### Close-up of the layout, run 1

The bar under the picture is 5 um long. Window x 56 to 76, y 56 to 76 um. Cells in gray, sequential cells in the stronger gray; small squares are vias.
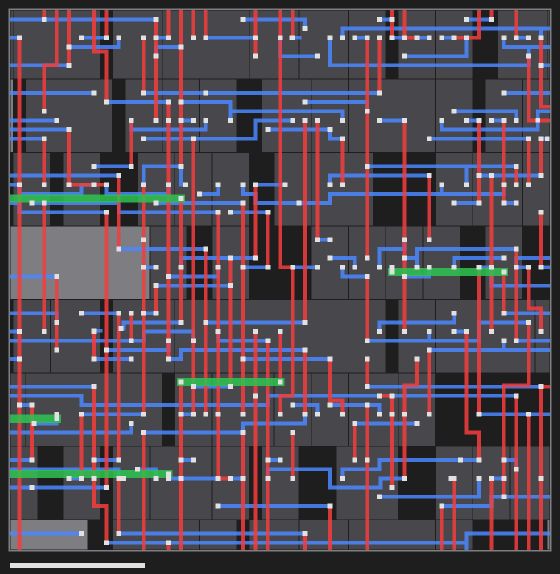
### M1 wires, run 1

The bar under the picture is 20 um long. Cells faint in the background.
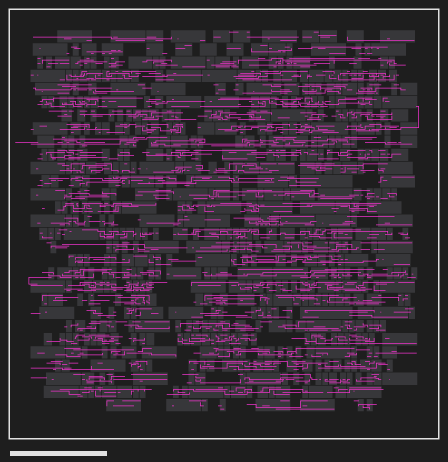
### Routed metal per tile, run 1

18 x 18 tiles, from white (low) to dark blue (high), scaled to the fullest tile. Values are wire area over tile area, all layers added.
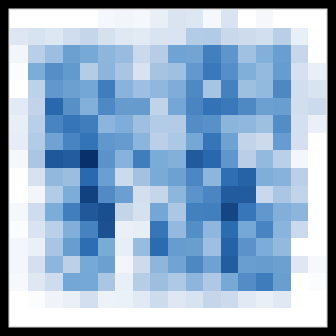
### Wiring by layer, run 1

The bar under the picture is 20 um long. Two of the layers only.
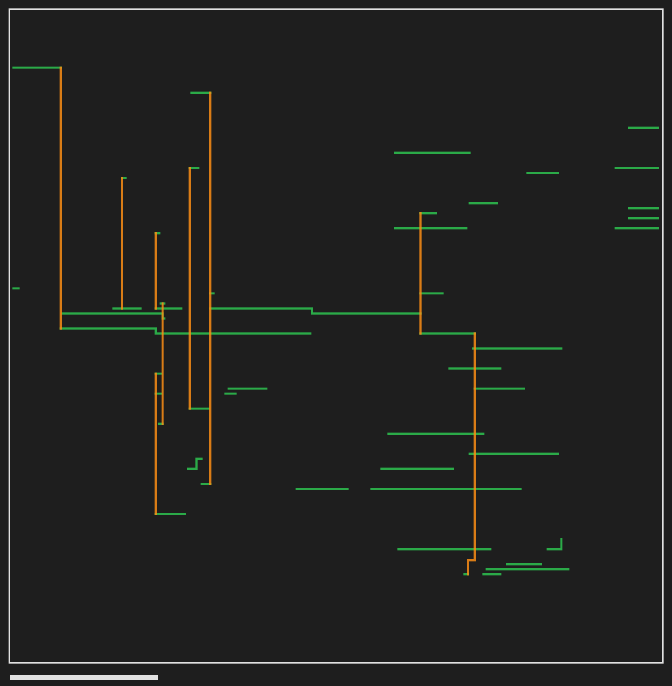
## config.mk

```make
export PLATFORM = sky130hd
export DESIGN_NAME = occupancy_tracker
export DESIGN_NICKNAME = d
export VERILOG_FILES = /design/src/rtl/occupancy_tracker.sv
export SDC_FILE = /design/constraint.sdc
export NUM_CORES = 1
export LEC_CHECK = 0
export ABC_AREA = 1
export CORE_MARGIN = 4
export CORE_UTILIZATION = 65
export CTS_CLUSTER_SIZE = 24
export DETAILED_ROUTE_END_ITERATION = 12
export PLACE_DENSITY = 0.83
export SLEW_MARGIN = 20
export SYNTH_ARGS = -nofsm -noshare
export SYNTH_HDL_FRONTEND = slang
export SYNTH_SLANG_ARGS = --single-unit
```

## constraint.sdc

```tcl
create_clock -name clk -period 5.07 [get_ports clk]
set_clock_uncertainty 0.2 [all_clocks]
set_input_delay 0.507 -clock clk [delete_from_list [all_inputs] [get_ports clk]]
set_output_delay 0.507 -clock clk [all_outputs]
set_load 0.05 [all_outputs]
```

## src/rtl/occupancy_tracker.sv

```systemverilog
// Debounces the raw parked level into a stable occupancy state, emits arrive/depart
// pulses and keeps a saturating per-session dwell counter in seconds.
module occupancy_tracker #(
    parameter int DEBOUNCE_CYCLES = 5000000,
    parameter int TICK_CYCLES     = 100000000,
    parameter int DWELL_W         = 16
) (
    input  logic               clk,
    input  logic               rst,
    input  logic               parked,
    input  logic               clear_time,
    output logic               occupied,
    output logic               arrive,
    output logic               depart,
    output logic [DWELL_W-1:0] dwell_secs
);

    localparam int CNT_W = $clog2(DEBOUNCE_CYCLES) + 1;
    localparam int PRE_W = $clog2(TICK_CYCLES) + 1;
    localparam logic [CNT_W-1:0] CNT_LAST = CNT_W'(DEBOUNCE_CYCLES - 1);
    localparam logic [PRE_W-1:0] PRE_LAST = PRE_W'(TICK_CYCLES - 1);

    localparam logic [1:0] S_EMPTY    = 2'd0;
    localparam logic [1:0] S_ARRIVING = 2'd1;
    localparam logic [1:0] S_OCCUPIED = 2'd2;
    localparam logic [1:0] S_LEAVING  = 2'd3;

    logic               in_q;
    logic [1:0]         state_q, state_d;
    logic [CNT_W-1:0]   cnt_q, cnt_d;
    logic [PRE_W-1:0]   presc_q, presc_d;
    logic [DWELL_W-1:0] dwell_q, dwell_d;
    logic               occupied_q, occupied_d;
    logic               arrive_q, arrive_d;
    logic               depart_q, depart_d;
    logic               in_session;

    always_comb begin
        state_d  = state_q;
        cnt_d    = cnt_q;
        arrive_d = 1'b0;
        depart_d = 1'b0;
        case (state_q)
            S_EMPTY: begin
                if (in_q) begin
                    state_d = S_ARRIVING;
                    cnt_d   = '0;
                end
            end
            S_ARRIVING: begin
                if (!in_q) begin
                    state_d = S_EMPTY;
                    cnt_d   = '0;
                end else if (cnt_q == CNT_LAST) begin
                    state_d  = S_OCCUPIED;
                    cnt_d    = '0;
                    arrive_d = 1'b1;
                end else begin
                    cnt_d = cnt_q + CNT_W'(1);
                end
            end
            S_OCCUPIED: begin
                if (!in_q) begin
                    state_d = S_LEAVING;
                    cnt_d   = '0;
                end
            end
            S_LEAVING: begin
                // A bounce back to occupied resumes the same session.
                if (in_q) begin
                    state_d = S_OCCUPIED;
                    cnt_d   = '0;
                end else if (cnt_q == CNT_LAST) begin
                    state_d  = S_EMPTY;
                    cnt_d    = '0;
                    depart_d = 1'b1;
                end else begin
                    cnt_d = cnt_q + CNT_W'(1);
                end
            end
            default: begin
                state_d = S_EMPTY;
                cnt_d   = '0;
            end
        endcase
    end

    assign in_session = (state_q == S_OCCUPIED) || (state_q == S_LEAVING);
    assign occupied_d = (state_d == S_OCCUPIED) || (state_d == S_LEAVING);

    // Clear and a fresh arrival both restart the session clock; clear beats a tick.
    always_comb begin
        presc_d = presc_q;
        dwell_d = dwell_q;
        if (clear_time || arrive_d) begin
            presc_d = '0;
            dwell_d = '0;
        end else if (in_session) begin
            if (presc_q == PRE_LAST) begin
                presc_d = '0;
                if (dwell_q != {DWELL_W{1'b1}}) begin
                    dwell_d = dwell_q + DWELL_W'(1);
                end
            end else begin
                presc_d = presc_q + PRE_W'(1);
            end
        end
    end

    always_ff @(posedge clk) begin
        if (rst) begin
            in_q       <= 1'b0;
            state_q    <= S_EMPTY;
            cnt_q      <= '0;
            presc_q    <= '0;
            dwell_q    <= '0;
            occupied_q <= 1'b0;
            arrive_q   <= 1'b0;
            depart_q   <= 1'b0;
        end else begin
            in_q       <= parked;
            state_q    <= state_d;
            cnt_q      <= cnt_d;
            presc_q    <= presc_d;
            dwell_q    <= dwell_d;
            occupied_q <= occupied_d;
            arrive_q   <= arrive_d;
            depart_q   <= depart_d;
        end
    end

    assign occupied   = occupied_q;
    assign arrive     = arrive_q;
    assign depart     = depart_q;
    assign dwell_secs = dwell_q;

endmodule

```

==> flow_metrics.tcl, run 1 <==
# collected from the flow reports
set metrics [dict create \
    outcome "complete, no violations" \
    finalPower_w 0.001110 \
    largest_register "presc_q" \
    critical_path.startpoint_type "flip-flop" \
    p_int_w 0.0008627 \
    vias 4029 \
    drive_above_1_share 0.07927 \
    hold_end "presc_q[1]" \
    ys.flops 74 \
    tns_ns 0 \
    overflow 0 \
    viasPerCell 5.497 \
    rows 29 \
    layoutNonFillerInstCount 733 \
    flops 74 \
    top_usage_layer "met2" \
    cts_tree "yes" \
    routed.top_layer "met4" \
    nNetsFinal 658 \
    rsz0062_at_grt "no" \
    p_leak_nw 1.617 \
    most_common_cell "nand2_1" \
    pg_clk_w 0.000505 \
    warnings 26 \
    slowest_stage "dfxtp_1" \
    crit_buf_inv 2 \
    endpoint "cnt_q[4]" \
    top_area_frac 0.3526 \
    power_switching_share 0.2225 \
    fin_util 0.7388 \
    fin_crit_sh 0.5103 \
    n_antenna_cell 0 \
]
About 'Close-up of the layout':
- red: M2
- green: M3
- blue: M1
- cells with their middle in the window: 59
- netlist names of flops here include: dwell_secs (1)
- most frequent: nand2_1 (20), nor2_1 (11), nand3_1 (8)
- sequential cells in the window: 1

About 'M1 wires':
- wire length on this layer: 4020 um
- main direction: horizontal
- longest straight run: 23.0 um

About 'Routed metal per tile':
- tiles over half the peak: 33%
- emptiest ninth of the die: lower left
- mean over tiles: 0.19
- nearly empty tiles: 15%
- fullest tile: 0.54

About 'Wiring by layer':
- orange: M4 (wire length 234 um)
- green: M3 (wire length 300 um)

==> run 1: layout by cell type (no fill, tap or decap) <==
cell type	instances
o21bai_1	1
nor3_2	5
nor2_4	4
nand2_2	7
nor2_1	113
xnor2_1	15
inv_1	65
clkinv_4	1
ha_1	3
o22ai_1	1
inv_2	3
o31ai_1	1
o21a_1	1
o21ai_0	5
clkinv_2	2
a21oi_1	29
and2_1	2
nand3_1	51
nand3_2	5
clkbuf_8	9
nand3b_1	2
clkinvlp_4	2
nand3_4	1
nand4_4	1
nand2_1	153
nand4_1	31
bufinv_16	2
nor2_2	8
nor3_1	16
clkdlybuf4s50_1	22
nor2_8	1
xor2_1	19
dfxtp_1	74
or2_2	1
==> run 1: worst min-delay path, stage by stage (launching register included) <==
cell	delay, ns
dfxtp_1	0.34
nand2_1	0.07
a21oi_1	0.05
==> run 2: changes to the inputs <==
--- a/config.mk
+++ b/config.mk
@@ -7,10 +7,10 @@
 export LEC_CHECK = 0
 export ABC_AREA = 1
 export CORE_MARGIN = 4
-export CORE_UTILIZATION = 65
+export CORE_UTILIZATION = 54
 export CTS_CLUSTER_SIZE = 24
 export DETAILED_ROUTE_END_ITERATION = 12
-export PLACE_DENSITY = 0.83
+export PLACE_DENSITY = 0.73
 export SLEW_MARGIN = 20
 export SYNTH_ARGS = -nofsm -noshare
 export SYNTH_HDL_FRONTEND = slang
==> constraint.sdc (replaced) <==
create_clock -name clk -period 2.3 [get_ports clk]
set_clock_uncertainty 0.2 [all_clocks]
set_input_delay 0.23 -clock clk [delete_from_list [all_inputs] [get_ports clk]]
set_output_delay 0.23 -clock clk [all_outputs]
set_load 0.05 [all_outputs]
### M1 wires, run 2

The bar under the picture is 20 um long. Cells faint in the background.
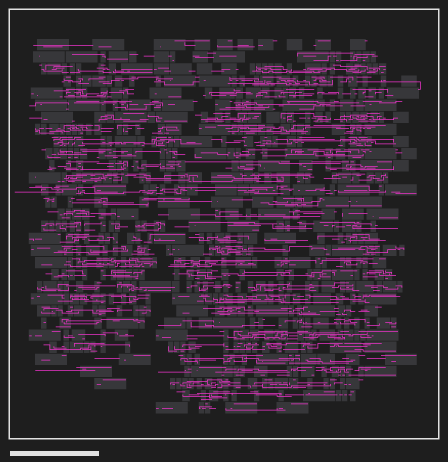
- share of all routed wire: 45%
- main direction: horizontal
- longest straight run: 26.2 um
- nets with wire on the layer: 628

### Routed metal per tile, run 2

19 x 19 tiles, from white (low) to dark blue (high), scaled to the fullest tile. Values are wire area over tile area, all layers added.
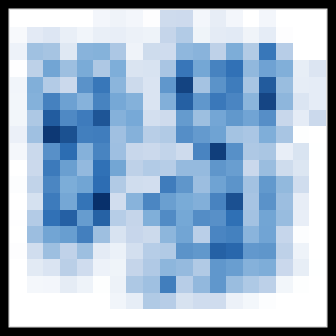
- emptiest ninth of the die: lower left
- fullest tile: 0.48
- nearly empty tiles: 19%
- tiles over half the peak: 27%
- mean over tiles: 0.15
- densest ninth of the die: middle left

### Close-up of the layout, run 2

The bar under the picture is 5 um long. Window x 62 to 82, y 62 to 82 um. Cells in gray, sequential cells in the stronger gray; small squares are vias.
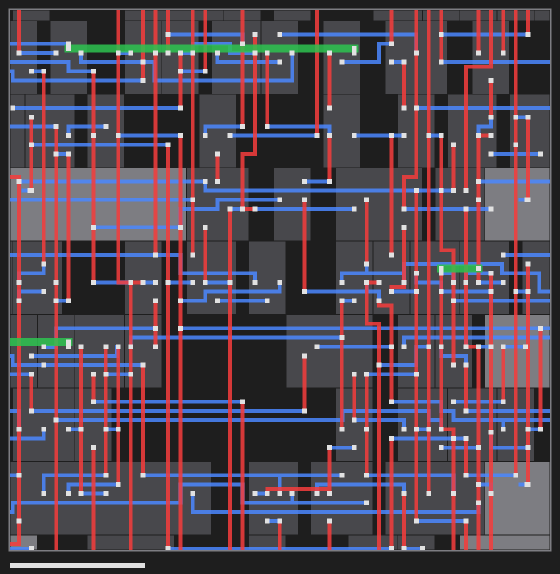
- green: M3
- red: M2
- blue: M1
- netlist names of flops here include: dwell_secs (1)
- sequential cells in the window: 1
- most frequent: nand2_1 (15), nand3_1 (9), nor2_1 (7)
- cells with their middle in the window: 45

==> run 2 against run 1 <==
- first-iteration DRC count is 32% lower
- final cell count is 3.5% higher
- global-route usage is 4.2 points lower
- utilization is 11 points lower
- area after synthesis stayed put
- worst setup slack worse by 2.3 ns
- synthesized cell count stayed put
- register-to-register slack worse by 2.2 ns
- combinational power is 150% higher
- critical endpoint is now dwell_secs[2]
- largest power group unchanged
==> flow_metrics.tcl, run 2 <==
# collected from the flow reports
set metrics [dict create \
    combGateArea_um2 2389 \
    drive_above_1_share 0.08333 \
    hold_buffers 0 \
    clock_sinks 74 \
    slowest_stage "clkdlybuf4s50_1" \
    ys.flops 74 \
    ys_seq_share 0.3526 \
    warnings 26 \
    p_int_w 0.001721 \
    aoi_share 0.04735 \
    routed.top_layer "met4" \
    tns_ns 0 \
    cts_tree "yes" \
    port_buffers 22 \
    fin_util 0.6332 \
    synth_area_per_cell_um2 6.680 \
    pg_clk_w 0.000914 \
    n_antenna_cell 0 \
    rows 31 \
    final_common_cell "nand2_1" \
    reg2reg_setup_slack_ns 0.27 \
    ys_sh_mux 0 \
    most_common_cell "nand2_1" \
    synthXorXnorAreaFrac 0.07088 \
    wirelength_um 9140 \
    largest_register "presc_q" \
    dp_hpwl_um 6908 \
    crit_buf_inv 1 \
    top_area_frac 0.3526 \
    rsz0062_at_grt "no" \
    ant_nets 0 \
    layout_top_cells "153 x nand2_1, 113 x nor2_1, 74 x dfxtp_1" \
    fin_crit_sh 0.9150 \
    endpoint "dwell_secs[2]" \
    nNetsFinal 662 \
    layoutNonFillerInstCount 759 \
    critPathLaunch "dwell_secs[2]" \
    critical_path.startpoint_type "flip-flop" \
    p_leak_nw 1.631 \
    vias 3937 \
    dp_cells 743 \
    power_switching_share 0.2361 \
    finalPower_w 0.002253 \
    outcome "complete, no violations" \
    top_usage_layer "met2" \
    overflow 0 \
]
-- run 2: cell counts after synthesis --
No cell type changed its count.
-- run 2: layout make-up --
class,instances,share of cell area
tap,99,0.02641
timing repair buffer,26,0.05601
inverter,68,0.05441
clock inverter,6,0.008802
multi-input combinational,476,0.5092
clock buffer,10,0.02934
sequential,74,0.3158
-- run 2: how the worst min path moves through the flow --
| stage | to | start | slack [ns] | cells past startpoint |
|---|---|---|---|---|
| after floorplan | in_q | parked | 0.14 | 2 |
| after global placement | presc_q[1] | presc_q[1] | 0.27 | 2 |
| after detailed placement | cnt_q[1] | cnt_q[1] | 0.29 | 2 |
| after CTS | in_q | parked | 0.19 | 3 |
| after global routing | in_q | parked | 0.20 | 3 |
| final | in_q | parked | 0.20 | 3 |
Power is estimated from default activity; no workload was simulated.
